File: src/rtl/pwm_tx_pkg.sv
// Shared types and defaults for the PWM transmit engine.
package pwm_tx_pkg;

  typedef enum logic [1:0] {
    ST_IDLE = 2'd0,
    ST_LOAD = 2'd1,
    ST_SYM  = 2'd2
  } state_e;

  localparam int DEF_PERIOD = 10;
  localparam int DEF_HI1    = 8;
  localparam int DEF_HI0    = 2;

  // Picks the symbol bit for the requested transmission order.
  function automatic logic order_bit(input logic msb_first, input logic lsb_val,
                                     input logic msb_val);
    return msb_first ? msb_val : lsb_val;
  endfunction

endpackage

File: src/rtl/pwm_tx_engine_timer.sv
// Base-tick and unit counters for one PWM symbol; exposes next unit value and end-of-symbol strobe.
module pwm_sym_timer
  import pwm_tx_pkg::*;
#(
  parameter int CNT_W  = 22,
  parameter int MULT_W = 5
) (
  input  logic              clk,
  input  logic              resetn,
  input  logic              run_i,
  input  logic [CNT_W-1:0]  base_i,
  input  logic [MULT_W-1:0] period_i,
  output logic [MULT_W-1:0] unit_next_o,
  output logic              sym_end_o
);

  logic [CNT_W-1:0]  tick_q, tick_d;
  logic [MULT_W-1:0] unit_q, unit_d;
  logic              tick_wrap, unit_wrap;

  assign tick_wrap = (tick_q == base_i - CNT_W'(1));
  assign unit_wrap = (unit_q == period_i - MULT_W'(1));

  // Counters sit at zero whenever the symbol is not running, so every symbol starts clean.
  always_comb begin
    tick_d = '0;
    unit_d = '0;
    if (run_i) begin
      tick_d = tick_wrap ? '0 : tick_q + CNT_W'(1);
      unit_d = unit_q;
      if (tick_wrap) unit_d = unit_wrap ? '0 : unit_q + MULT_W'(1);
    end
  end

  always_ff @(posedge clk or negedge resetn) begin
    if (!resetn) begin
      tick_q <= '0;
      unit_q <= '0;
    end else begin
      tick_q <= tick_d;
      unit_q <= unit_d;
    end
  end

  assign unit_next_o = unit_d;
  assign sym_end_o   = run_i & tick_wrap & unit_wrap;

endmodule

File: src/rtl/pwm_tx_engine.sv
// PWM bit serialiser: pops show-ahead FIFO words and sends each bit as one programmable PWM symbol.
module pwm_tx_engine
  import pwm_tx_pkg::*;
#(
  parameter int DATA_W = 8,
  parameter int CNT_W  = 22,
  parameter int MULT_W = 5
) (
  input  logic              clk,
  input  logic              resetn,
  input  logic [CNT_W-1:0]  base_counter,
  input  logic [MULT_W-1:0] mult_period,
  input  logic [MULT_W-1:0] mult_hi1,
  input  logic [MULT_W-1:0] mult_hi0,
  input  logic              msb_first,
  input  logic              start_tx,
  input  logic              abort,
  input  logic [DATA_W-1:0] fifo_din,
  input  logic              fifo_empty,
  output logic              fifo_re,
  output logic              pwm_out,
  output logic              busy,
  output logic              done,
  output logic              cfg_err
);

  localparam int IDX_W = (DATA_W > 1) ? $clog2(DATA_W) : 1;

  state_e            state_q, state_d;
  logic [DATA_W-1:0] shreg_q, shreg_d, shreg_rev;
  logic [IDX_W-1:0]  idx_q, idx_d;
  logic [CNT_W-1:0]  base_q, base_d;
  logic [MULT_W-1:0] per_q, per_d, hi1_q, hi1_d, hi0_q, hi0_d;
  logic              msb_q, msb_d;
  logic              pwm_q, pwm_d, done_q, done_d, cfg_err_q, cfg_err_d;
  logic              run, sym_end, last_bit, word_end, sym_bit;
  logic [MULT_W-1:0] unit_next, hi_sel;

  assign run      = (state_q == ST_SYM) && !abort;
  assign last_bit = (idx_q == IDX_W'(DATA_W - 1));
  assign word_end = sym_end && last_bit;

  pwm_sym_timer #(.CNT_W(CNT_W), .MULT_W(MULT_W)) u_timer (
    .clk        (clk),
    .resetn     (resetn),
    .run_i      (run),
    .base_i     (base_q),
    .period_i   (per_q),
    .unit_next_o(unit_next),
    .sym_end_o  (sym_end)
  );

  always_ff @(posedge clk or negedge resetn) begin
    if (!resetn) state_q <= ST_IDLE;
    else         state_q <= state_d;
  end

  always_comb begin
    state_d = state_q;
    case (state_q)
      ST_IDLE: if (!abort && start_tx && mult_period != '0 && !fifo_empty) state_d = ST_LOAD;
      ST_LOAD: state_d = abort ? ST_IDLE : ST_SYM;
      ST_SYM:  if (abort || (word_end && fifo_empty)) state_d = ST_IDLE;
      default: state_d = ST_IDLE;
    endcase
  end

  always_comb begin
    fifo_re   = !abort && ((state_q == ST_LOAD) || (state_q == ST_SYM && word_end && !fifo_empty));
    done_d    = (state_q == ST_SYM) && word_end && fifo_empty;
    cfg_err_d = (state_q == ST_IDLE) && !abort && start_tx && (mult_period == '0);
    busy      = (state_q != ST_IDLE);
  end

  // Configuration is captured during LOAD and frozen for the rest of the frame.
  always_comb begin
    base_d  = base_q;
    per_d   = per_q;
    hi1_d   = hi1_q;
    hi0_d   = hi0_q;
    msb_d   = msb_q;
    if (state_q == ST_LOAD) begin
      base_d = (base_counter == '0) ? CNT_W'(1) : base_counter;
      per_d  = mult_period;
      hi1_d  = mult_hi1;
      hi0_d  = mult_hi0;
      msb_d  = msb_first;
    end
    shreg_d = fifo_re ? fifo_din : shreg_q;
    idx_d   = idx_q;
    if (state_q == ST_LOAD)               idx_d = '0;
    else if (state_q == ST_SYM && sym_end) idx_d = last_bit ? '0 : idx_q + IDX_W'(1);
  end

  generate
    for (genvar gi = 0; gi < DATA_W; gi++) begin : g_rev
      assign shreg_rev[gi] = shreg_d[DATA_W-1-gi];
    end
  endgenerate

  // The line register takes the level of the cycle being entered, so high starts right after LOAD.
  always_comb begin
    sym_bit = order_bit(msb_d, shreg_d[idx_d], shreg_rev[idx_d]);
    hi_sel  = sym_bit ? hi1_d : hi0_d;
    pwm_d   = (state_d == ST_SYM) && (unit_next < hi_sel);
  end

  always_ff @(posedge clk or negedge resetn) begin
    if (!resetn) begin
      shreg_q   <= '0;
      idx_q     <= '0;
      base_q    <= '0;
      per_q     <= '0;
      hi1_q     <= '0;
      hi0_q     <= '0;
      msb_q     <= 1'b0;
      pwm_q     <= 1'b0;
      done_q    <= 1'b0;
      cfg_err_q <= 1'b0;
    end else begin
      shreg_q   <= shreg_d;
      idx_q     <= idx_d;
      base_q    <= base_d;
      per_q     <= per_d;
      hi1_q     <= hi1_d;
      hi0_q     <= hi0_d;
      msb_q     <= msb_d;
      pwm_q     <= pwm_d;
      done_q    <= done_d;
      cfg_err_q <= cfg_err_d;
    end
  end

  assign pwm_out = pwm_q;
  assign done    = done_q;
  assign cfg_err = cfg_err_q;

endmodule
File: config.mk
export PLATFORM = sky130hd
export DESIGN_NAME = pwm_tx_engine
export DESIGN_NICKNAME = d
export VERILOG_FILES = /design/src/rtl/pwm_tx_pkg.sv /design/src/rtl/pwm_tx_engine_timer.sv /design/src/rtl/pwm_tx_engine.sv
export SDC_FILE = /design/constraint.sdc
export NUM_CORES = 1
export LEC_CHECK = 0
export CELL_PAD_IN_SITES_DETAIL_PLACEMENT = 0
export CELL_PAD_IN_SITES_GLOBAL_PLACEMENT = 2
export CORE_ASPECT_RATIO = 1.4
export CORE_MARGIN = 8
export CORE_UTILIZATION = 35
export DETAILED_ROUTE_END_ITERATION = 10
export PLACE_DENSITY = 0.85
export SYNTH_ARGS = -nofsm -noshare
export SYNTH_HDL_FRONTEND = slang
export SYNTH_HIERARCHICAL = 1
export SYNTH_SLANG_ARGS = --single-unit
File: constraint.sdc
create_clock -name clk -period 8.62 [get_ports clk]
set_clock_uncertainty 0.05 [all_clocks]
set_input_delay 1.724 -clock clk [delete_from_list [all_inputs] [get_ports clk]]
set_output_delay 1.724 -clock clk [all_outputs]
set_load 0.005 [all_outputs]
==> flow_summary_export.csv <==
group,metric,value,unit
drt,dr_wl_met2,6.65,mm
run_status,outcome,"finished clean",
cells_and_area,drive_above_1_share,15.2,%
clock_network,cts_root_buf,"clkbuf_16",
timing,finalWorstSetupSlack,2.37,ns
critical_path,timing.critical_path.cells,"or4_4, nor4_4, or3b_1, xnor2_1, nand3_1, or3_1, a21oi_1, and4_1, a21oi_1, a221oi_2, inv_2, o311ai_1, nor3_1, nor4_4, mux2i_1, ha_1, a21oi_1, nor2b_1, o21ai_0, nand2_1, nor4b_1, mux2i_1, nand2_1",
yosys,ys_cells,499,
flow_run,log.warning_count,26,
die,die_area,18700,um2
cells_and_area,lay_top_cells,"dfrtp_1 (81), clkdlybuf4s50_1 (54), nor2_1 (41)",
timing,hold_viol,0,
yosys,most_common_cell,"dfrtp_1",
die,core_area,14300,um2
yosys,synthAdderAreaFrac,2.46,%
global_route,grt.overflow.total,0,
drt,maxUsedRoutingLayer,"met4",
drt,num_vias,3969,
clock_network,htreeDepth,3,
drt,antenna_left,0,
hold_path,hold_path_class,"register to register",
yosys,topCellsByArea,"dfrtp_1 (40%), mux2_2 (8.2%), xnor2_1 (4.8%)",
timing,worst_pin_slew,1.04,ns
critical_path,cp_common_cell,"a21oi_1",
drt,drt_iter0_markers,211,
drt,routed_via_density,5.35,
drt,wl_met3,441,um
-- power by group --
group	internal, uW	switching [uW]	leakage (uW)
clock network	248	156	0.000151
registers	431	58.6	0.00104
logic	131	117	0.00120
total	810	331	0.00238
-- metrics by stage --
| step | instance area, um2 | utilization, % | std cells | hold slack, ns | power [uW] |
|---|---|---|---|---|---|
| after global placement | 5770 | 40.3 | 726 | 0.434 | 741 |
| after detailed placement | 5770 | 40.3 | 726 | 0.432 | 748 |
| after CTS | 6090 | 42.5 | 742 | 0.449 | 1160 |
| after floorplan | 5080 | - | 499 | 0.415 | 661 |
| final | 6090 | 42.5 | 742 | 0.446 | 1140 |
| after global routing | 6090 | 42.5 | 742 | 0.458 | 1210 |
-- area by class of cell --
| type | instances | area [um2] |
|---|---|---|
| fill | 1403 | 8230 |
| multi-input combinational | 378 | 2860 |
| sequential | 81 | 2030 |
| timing repair buffer | 58 | 571 |
| clock buffer | 12 | 267 |
| tap | 189 | 236 |
| inverter | 20 | 75.1 |
| clock inverter | 4 | 50.0 |
-- path summary, 6_finish.rpt --
path | end | from | cells past startpoint | slack, ns
worst max-delay path | pwm_out | base_q[2] | 23 | 2.37
worst min-delay path | hi1_q[0] | hi1_q[0] | 1 | 0.45
worst max register to register | pwm_out | base_q[2] | 23 | 2.37
worst min register to register | hi1_q[0] | hi1_q[0] | 1 | 0.45
max in group asynchronous | u_timer/tick_q[20] | resetn | 1 | 6.33
min in group asynchronous | cfg_err | resetn | 1 | 1.50
-- registers in the layout, summed over array words and instances (netlist names), 2 cells and up --
register and count:
per_q 5, hi0_q 5, u_timer/tick_q 22, base_q 22, idx_q 3, hi1_q 5
state_q 2, u_timer/unit_q 5, shreg_q 8
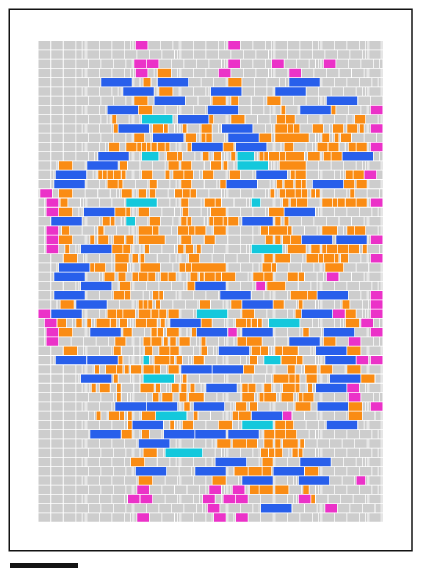
Fig. 1. Placement by cell class.
The bar under the picture is 20 um long. Fill, decap, tap and diode cells in grey.
remaining buffers and delay cells: in magenta, cells 58. remaining logic cells: in orange, cells 398. registers: in blue, cells 81. clock drivers and dummy loads: in cyan, cells 16.

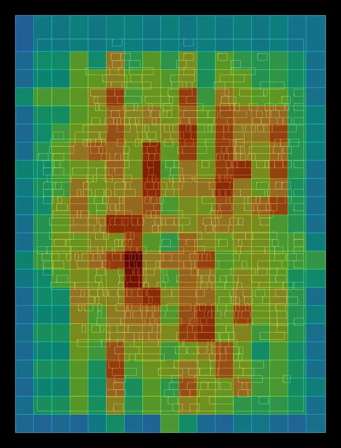
Fig. 2. Routing congestion map.
GR peak layer: met2
DR WL/cell: 16.7 um

Power and IR drop assume default switching activity.
